File: config.mk
export PLATFORM = sky130hd
export DESIGN_NAME = adain_lzc_scan_flat
export DESIGN_NICKNAME = d
export VERILOG_FILES = /design/src/rtl/adain_pkg.sv /design/src/rtl/adain_lzc_scan_if.sv /design/src/rtl/lzc_chunk.sv /design/src/rtl/adain_lzc_scan.sv /design/src/flat_wrapper.sv
export SDC_FILE = /design/constraint.sdc
export NUM_CORES = 1
export LEC_CHECK = 0
export CORE_AREA = 8 8 94 96
export DETAILED_ROUTE_END_ITERATION = 10
export DIE_AREA = 0 0 102 104
export PLACE_DENSITY_LB_ADDON = 0.3
export SYNTH_ARGS = -nofsm -noshare
export SYNTH_HDL_FRONTEND = slang
export SYNTH_SLANG_ARGS = --single-unit
File: constraint.sdc
create_clock -name clk -period 3.16 [get_ports clk]
set_clock_uncertainty 0.2 [all_clocks]
set_input_delay 0.632 -clock clk [delete_from_list [all_inputs] [get_ports clk]]
set_output_delay 0.632 -clock clk [all_outputs]
set_load 0.05 [all_outputs]
File: src/rtl/adain_pkg.sv
// Shared constants and state encoding for the AdaIN normalisation-exponent scan.
package adain_pkg;

    localparam int N_MAX        = 128;
    localparam int WIDTH_MAC_IN = 48;
    localparam int SCAN_BITS    = 8;

    localparam int WIDTH_N    = $clog2(N_MAX + 1);
    localparam int LZ_W       = $clog2(WIDTH_MAC_IN);
    localparam int LZN_W      = $clog2(WIDTH_N);
    localparam int NCHUNK     = WIDTH_MAC_IN / SCAN_BITS;
    localparam int K_W        = $clog2(NCHUNK);
    localparam int MAX_LZ_VAR = WIDTH_MAC_IN - 2;

    typedef enum logic [1:0] {
        IDLE = 2'd0,
        SCAN = 2'd1,
        DONE = 2'd2
    } state_t;

endpackage

File: src/rtl/adain_lzc_scan_if.sv
// Handshake and result bundle between the variance producer/consumer and the LZC scan.
interface adain_lzc_scan_if;
    import adain_pkg::*;

    logic                    in_valid;
    logic                    in_ready;
    logic [WIDTH_MAC_IN-1:0] var_in;
    logic [WIDTH_N-1:0]      n_count;
    logic                    out_valid;
    logic                    out_ready;
    logic [LZN_W-1:0]        lead_zero_N;
    logic [LZ_W-1:0]         lead_zero_var;
    logic                    var_zero;
    logic                    n_error;
    logic                    busy;

    modport master (
        output in_valid, var_in, n_count, out_ready,
        input  in_ready, out_valid, lead_zero_N, lead_zero_var, var_zero, n_error, busy
    );

    modport slave (
        input  in_valid, var_in, n_count, out_ready,
        output in_ready, out_valid, lead_zero_N, lead_zero_var, var_zero, n_error, busy
    );

endinterface

File: src/rtl/lzc_chunk.sv
// Leading-zero count of one scan chunk; returns W when the chunk is all zero.
module lzc_chunk #(
    parameter int W = 8
) (
    input  logic [W-1:0]          din,
    output logic [$clog2(W+1)-1:0] cnt
);
    localparam int CW = $clog2(W + 1);

    // Ascending walk so the highest set bit wins the final assignment.
    always_comb begin
        cnt = CW'(W);
        for (int i = 0; i < W; i++) begin
            if (din[i]) cnt = CW'(W - 1 - i);
        end
    end

endmodule

File: src/rtl/adain_lzc_scan.sv
// Iterative MSB-first leading-zero scan of the variance word plus log2(N) encode.
module adain_lzc_scan
    import adain_pkg::*;
(
    input  logic            clk,
    input  logic            rst,
    adain_lzc_scan_if.slave bus
);
    localparam int CLZ_W = $clog2(SCAN_BITS + 1);

    state_t                  state_q, state_d;
    logic [K_W-1:0]          k_q, k_d;
    logic [WIDTH_MAC_IN-1:0] var_reg;
    logic [WIDTH_MAC_IN-1:0] var_shift;
    logic [SCAN_BITS-1:0]    chunk;
    logic [CLZ_W-1:0]        chunk_lz;
    logic [LZN_W-1:0]        lzn_comb, lzn_q;
    logic                    nerr_comb, nerr_q;
    logic [LZ_W-1:0]         lz_res, lz_var_q;
    logic                    zero_res, var_zero_q;
    logic                    accept, load_res;

    function automatic logic [LZ_W-1:0] sat_lz(input int lz);
        if (lz > MAX_LZ_VAR) return LZ_W'(MAX_LZ_VAR);
        return LZ_W'(lz);
    endfunction

    // Current chunk is brought to the top of the word so the select index stays constant.
    assign var_shift = var_reg << (int'(k_q) * SCAN_BITS);
    assign chunk     = var_shift[WIDTH_MAC_IN-1 -: SCAN_BITS];

    lzc_chunk #(.W(SCAN_BITS)) u_lzc (
        .din (chunk),
        .cnt (chunk_lz)
    );

    always_comb begin
        lzn_comb = '0;
        for (int i = 0; i < WIDTH_N; i++) begin
            if (bus.n_count[i]) lzn_comb = LZN_W'(i);
        end
        nerr_comb = (bus.n_count == '0) ||
                    ($countones(bus.n_count) != 1) ||
                    (bus.n_count > WIDTH_N'(N_MAX));
    end

    always_comb begin
        state_d  = state_q;
        k_d      = k_q;
        accept   = 1'b0;
        load_res = 1'b0;
        lz_res   = '0;
        zero_res = 1'b0;
        case (state_q)
            IDLE: begin
                if (bus.in_valid) begin
                    accept  = 1'b1;
                    k_d     = '0;
                    state_d = SCAN;
                end
            end
            SCAN: begin
                if (chunk != '0) begin
                    load_res = 1'b1;
                    lz_res   = sat_lz(int'(k_q) * SCAN_BITS + int'(chunk_lz));
                    state_d  = DONE;
                end else if (k_q == K_W'(NCHUNK - 1)) begin
                    load_res = 1'b1;
                    lz_res   = LZ_W'(MAX_LZ_VAR);
                    zero_res = 1'b1;
                    state_d  = DONE;
                end else begin
                    k_d = k_q + K_W'(1);
                end
            end
            DONE: begin
                if (bus.out_ready) state_d = IDLE;
            end
            default: state_d = IDLE;
        endcase
    end

    always_ff @(posedge clk) begin
        if (rst) begin
            state_q    <= IDLE;
            k_q        <= '0;
            lzn_q      <= '0;
            nerr_q     <= 1'b0;
            lz_var_q   <= '0;
            var_zero_q <= 1'b0;
        end else begin
            state_q <= state_d;
            k_q     <= k_d;
            if (accept) begin
                lzn_q  <= lzn_comb;
                nerr_q <= nerr_comb;
            end
            if (load_res) begin
                lz_var_q   <= lz_res;
                var_zero_q <= zero_res;
            end
        end
    end

    // The variance word is pure data: only the accept strobe governs it.
    always_ff @(posedge clk) begin
        if (accept) var_reg <= bus.var_in;
    end

    assign bus.in_ready      = (state_q == IDLE);
    assign bus.out_valid     = (state_q == DONE);
    assign bus.busy          = (state_q != IDLE);
    assign bus.lead_zero_N   = lzn_q;
    assign bus.lead_zero_var = lz_var_q;
    assign bus.var_zero      = var_zero_q;
    assign bus.n_error       = nerr_q;

endmodule
File: src/flat_wrapper.sv
// flat-port wrapper written by rule: the top's interface ports become plain ports
module adain_lzc_scan_flat import adain_pkg::*;
  (clk, rst, bus_in_valid, bus_var_in, bus_n_count, bus_out_ready, bus_in_ready, bus_out_valid, bus_lead_zero_N, bus_lead_zero_var, bus_var_zero, bus_n_error, bus_busy);
  adain_lzc_scan_if bus_i ();
  input  logic clk;
  input  logic rst;
  input wire logic [$bits(bus_i.in_valid)-1:0] bus_in_valid;
  input wire logic [$bits(bus_i.var_in)-1:0] bus_var_in;
  input wire logic [$bits(bus_i.n_count)-1:0] bus_n_count;
  input wire logic [$bits(bus_i.out_ready)-1:0] bus_out_ready;
  output wire logic [$bits(bus_i.in_ready)-1:0] bus_in_ready;
  output wire logic [$bits(bus_i.out_valid)-1:0] bus_out_valid;
  output wire logic [$bits(bus_i.lead_zero_N)-1:0] bus_lead_zero_N;
  output wire logic [$bits(bus_i.lead_zero_var)-1:0] bus_lead_zero_var;
  output wire logic [$bits(bus_i.var_zero)-1:0] bus_var_zero;
  output wire logic [$bits(bus_i.n_error)-1:0] bus_n_error;
  output wire logic [$bits(bus_i.busy)-1:0] bus_busy;
  assign bus_i.in_valid = bus_in_valid;
  assign bus_i.var_in = bus_var_in;
  assign bus_i.n_count = bus_n_count;
  assign bus_i.out_ready = bus_out_ready;
  assign bus_in_ready = bus_i.in_ready;
  assign bus_out_valid = bus_i.out_valid;
  assign bus_lead_zero_N = bus_i.lead_zero_N;
  assign bus_lead_zero_var = bus_i.lead_zero_var;
  assign bus_var_zero = bus_i.var_zero;
  assign bus_n_error = bus_i.n_error;
  assign bus_busy = bus_i.busy;
  adain_lzc_scan u_core (.clk(clk), .rst(rst), .bus(bus_i));
endmodule
Fig. 1: run 1, routed clock nets over the placement
(4 px per um)
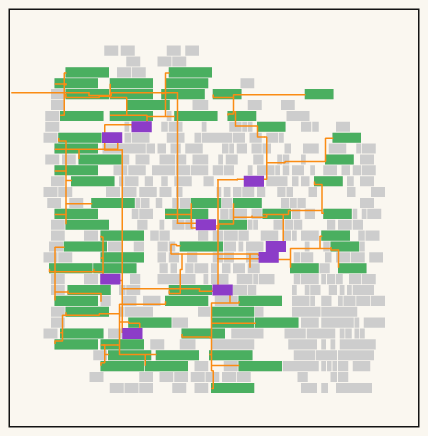
[clock wires] orange | length: 790 um
[flip-flops] green | count: 64
[clock-net drivers] purple | count: 9
flops lie	all over the die
Late-Pin Clk Latency: 0.34 ns
P_clk: 767 uW
clock power share: 36.5%

Fig. 2: run 1, met2 routing
(4 px per um)
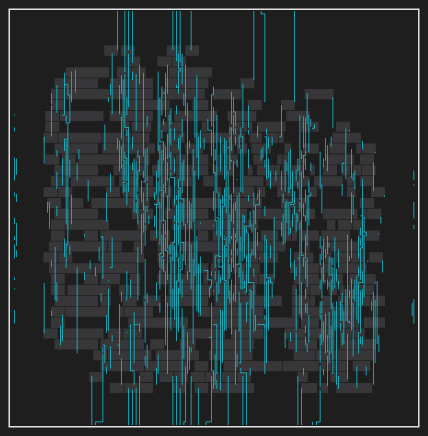
main direction	vertical
longest straight run	32.0 um
wire length on this layer	3830 um
nets with wire on the layer	391
share of all routed wire	52%
M2 GR Usage: 24.62%
DR vias: 2449
final WL: 7379 um

Fig. 3: run 1, wires at chosen ports, followed through buffers
(4 px per um)
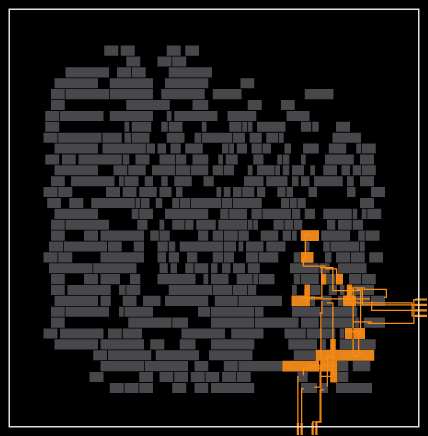
port	colour	bits	direction	edge	end cells	buffers	wire
`bus_n_count`	orange	8	input	4 bottom, 4 right	19	9	319 um
IO Pins: 74
IO Port Bufs: 73

[run 1: worst reg2reg max path, stage by stage, from the launching register on]
cell	delay, ns
dfxtp_1	0.39
buf_4	0.31
nor3_1	0.12
a211oi_2	0.29
nor3_2	0.10
nand4_2	0.11
inv_1	0.05
ha_1	0.18
ha_2	0.36
inv_1	0.04
o21ai_0	0.15
a21oi_1	0.13
buf_4	0.15
a221oi_1	0.24
[run 1: worst paths after layout]
check	start	end	depth (start not counted)
max	bus_n_count[4]	u_core.bus.n_error	10
min	u_core.bus.lead_zero_var[5]	u_core.bus.lead_zero_var[5]	2
max reg2reg	u_core.k_q[1]	u_core.bus.lead_zero_var[1]	13
min reg2reg	u_core.bus.lead_zero_var[5]	u_core.bus.lead_zero_var[5]	2
==> reports/qor.csv, run 1 <==
stage,metric,value,unit
status,outcome,finished clean,
synthesis,ys_ff,64,
detailed_routing,wl_met1,3029,um
power_and_ir_drop,top_power_group,registers,
final_timing,final-setup-viol-count,0,
clocking,cts_inserted_buffers,9,
die,fp-utilization,44.10,%
power_and_ir_drop,pwr-share-seq,47.2,%
power_and_ir_drop,p_int,1580,uW
global_routing,gr-max-usage-layer,met2,
final_timing,fmax,320.9,MHz
detailed_routing,antenna_left,0,
die,well_tap_count,102,
synthesis,avgSynthCellArea,12.30,sq um
finish,comb_area_share,32.63,%
finish,clock_buffers,9,
final_timing,period_used_share,98.62,%
global_routing,grt_util_met1,16.08,%
finish,final_area,0.004628,sq mm
die,die_y,104,um
final_timing,slew_violations,0,
synthesis,yosys.area_share.simple,12.61,%
worst_setup_path,critical_path_required,3.17,ns
synthesis,synth.area.top_cells,"edfxtp_1, dfxtp_1, ha_1",
clocking,path_clk_slew,0.07,ns
finish,nFillCells,621,
finish,clk_share,4.758,%
placed_design,gp_congestion,0.8205,
worst_setup_path,arrival,3.13,ns
hold_path,hold_class,reg -> reg,
finish,fin_cells,471,
worst_setup_path,crit_slowest_cell,fa_1,
synthesis,ys_chip_area,0.003284,sq mm
clocking,ctsLongestPathBuffers,2,
synthesis,syn_area,0.003284,sq mm
==> run 1 -> run 2 <==
- CAP_MARGIN: default -> 20
Fig. 4: run 2, the clock network
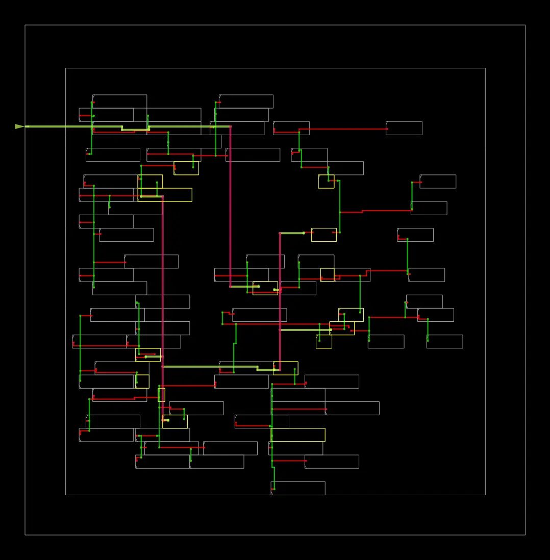
CTS sink cnt: 64
CTS Buf Count: 9
Clock Buffer Count: 9
flop count: 64

==> run 2 against run 1 <==
Against the previous run:
- sequential power is essentially flat
- core utilization is the same
- routed wire length is the same
- count of clock-buffer cells in the layout is the same
- first-iteration DRC count is the same
- critical endpoint unchanged
- combinational power is essentially flat
- final area is the same
- cell count is the same
- via count is the same
- largest cell class unchanged
- register-to-register slack is essentially flat
- hold slack is the same
==> reports/qor.csv, run 2 <==
stage,metric,value,unit
flow_run,tool_warnings,35,
die,pin_count,74,
worst_setup_path,worstRegToRegCells,13,
clocking,ctsLongestPathBuffers,2,
die,die_y,104,um
finish,nFillCells,621,
final_timing,slew_violations,0,
synthesis,avgSynthCellArea,12.30,sq um
final_timing,fmax,320.9,MHz
global_routing,grt_util_met1,16.08,%
hold_path,min_to,u_core.bus.lead_zero_var[5],
finish,antenna_cells,0,
power_and_ir_drop,leakage,0.001660,uW
worst_setup_path,crit_slowest_cell,fa_1,
synthesis,syn_area,0.003284,sq mm
finish,final_area,0.004628,sq mm
status,outcome,finished clean,
global_routing,grt_pass1_wl,12140,um
synthesis,ys_chip_area,0.003284,sq mm
placed_design,port_buffers,73,
die,fp-utilization,44.10,%
worst_setup_path,worstSetupPathDepth,10,
hold_path,hold_start,u_core.bus.lead_zero_var[5],
detailed_routing,antenna_left,0,
final_timing,final-setup-viol-count,0,
synthesis,ys_cells,267,
hold_path,hold_class,reg -> reg,
detailed_routing,wl_met3,387,um
worst_setup_path,arrival,3.13,ns
clocking,clkLatencyLatePin,0.34,ns
final_timing,fin_ws,0.04364,ns
clocking,path_clk_slew,0.07,ns
worst_setup_path,r2r_start,u_core.k_q[1],
global_routing,gr-max-usage-layer,met2,
worst_setup_path,critical_path_required,3.17,ns
global_routing,met2_usage,24.62,%
detailed_routing,wirelength,7379,um
worst_setup_path,crit_path_end,u_core.bus.n_error,
hold_path,hold_depth,2,
worst_setup_path,crit_start,bus_n_count[4],
placed_design,gp_congestion,0.8205,
detailed_routing,wl_met1,3029,um
synthesis,yosys.area_share.simple,12.61,%
final_timing,period_used_share,98.62,%
worst_setup_path,r2r-end,u_core.bus.lead_zero_var[1],
synthesis,synth.area.top_cells,"edfxtp_1, dfxtp_1, ha_1",
synthesis,ys_ff,64,
placed_design,dpl_cell_area,0.004329,sq mm
==> run 2: cell counts after synthesis <==
No cell type changed its count.
==> run 2: logic make-up (layout without fill, tap and decap cells) <==
group,after synthesis,after routing
AND-OR/OR-AND,60,60
adder cells (fa/ha/maj),20,20
buffers and inverters,34,136
flip-flops,64,64
multiplexers,22,22
AND/OR/NAND/NOR,67,67
==> run 2: cell type report <==
| class | count | area share [%] |
|---|---|---|
| timing repair buffer | 96 | 19.82 |
| inverter | 24 | 1.946 |
| clock buffer | 9 | 2.676 |
| tap | 102 | 2.757 |
| sequential | 64 | 38.09 |
| clock inverter | 7 | 2.082 |
| multi-input combinational | 169 | 32.63 |
==> run 2: power by group <==
group          total, uW  switching, uW  internal (uW)
registers            993           26.1            967
clock network        767            324            444
logic                342            173            170
==> run 2 -> run 3 <==
- CORE_AREA: 8 8 94 96 -> 8 8 119 77
- DIE_AREA: 0 0 102 104 -> 0 0 127 85
- RECOVER_POWER: default -> 50
Fig. 5: run 3, routed clock nets over the placement
(4 px per um)
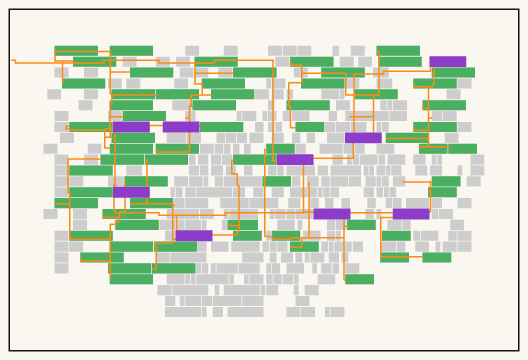
[flip-flops] green | count: 64
[clock wires] orange | length: 858 um
[clock-net drivers] purple | count: 9
routed clock nets	10
Late-Pin Clk Latency: 0.33 ns
P_clk: 969 uW
clock power share: 42.1%

==> run 3 against run 2 <==
Against the previous run:
- register-to-register slack worse by 0.09 ns
- routed wire length increased by 9.6%
- combinational power decreased by 1%
- critical path type unchanged
- sequential power is 0.4% higher
- non-clock buffer count fell by 3
- highest routed layer unchanged
- largest cell class unchanged
- final area is 1.3% higher
- first-iteration DRC count is 79% higher
- die area rose by 1.8%
- critical endpoint unchanged
==> reports/qor.csv, run 3 <==
stage,metric,value,unit
worst_setup_path,arrival,3.11,ns
finish,logic_gate_count,169,
worst_setup_path,r2r_start,u_core.k_q[0],
final_timing,final-setup-viol-count,0,
detailed_routing,wirelength,8084,um
finish,signal_buffers,93,
worst_setup_path,crit_slowest_cell,fa_1,
power_and_ir_drop,pwr-share-seq,43.3,%
power_and_ir_drop,top_power_group,registers,
finish,nNonClkInverters,24,
power_and_ir_drop,combPwrFrac,14.7,%
finish,nFillCells,572,
detailed_routing,via_count,2459,
worst_setup_path,crit_start,bus_n_count[1],
finish,layout.nonclk_buf_share,19.66,%
flow_run,tool_warnings,35,
finish,largest_class,flip-flops and latches,
finish,fin_cells,459,
power_and_ir_drop,p_int,1737,uW
final_timing,fin_ws,0.05212,ns
synthesis,ys_cells,267,
status,outcome,finished clean,
hold_path,hold_class,reg -> reg,
finish,antenna_cells,0,
power_and_ir_drop,leakage,0.001707,uW
finish,seq_area_share,37.59,%
run 3: routing by layer:
layer	global-route usage, %	vias to the layer above	part of all wire, %
met3	6.884	8	8.4
met2	21.83	85	44
li1	-	1196	-
met4	4.619	0	0.96
met1	19.84	1170	46
met5	0	-	0
run 3: kinds of logic after synthesis:
group / after synthesis / share of synthesized area, %
buffers and inverters: 34 / 4.304
muxes: 22 / 7.352
adders and majority gates: 20 / 8.533
AOI/OAI and AO/OA: 60 / 13.56
and+or+nand+nor: 67 / 12.61
DFF: 64 / 53.64
run 3: worst paths after layout:
check	to	cells after the start	slack [ns]
worst min register to register	u_core.bus.lead_zero_var[5]	2	0.26
worst max register to register	u_core.bus.lead_zero_var[3]	13	0.14
worst max-delay path	u_core.bus.n_error	10	0.05
worst min-delay path	u_core.bus.lead_zero_var[5]	2	0.26
Power is estimated from default activity; no workload was simulated.
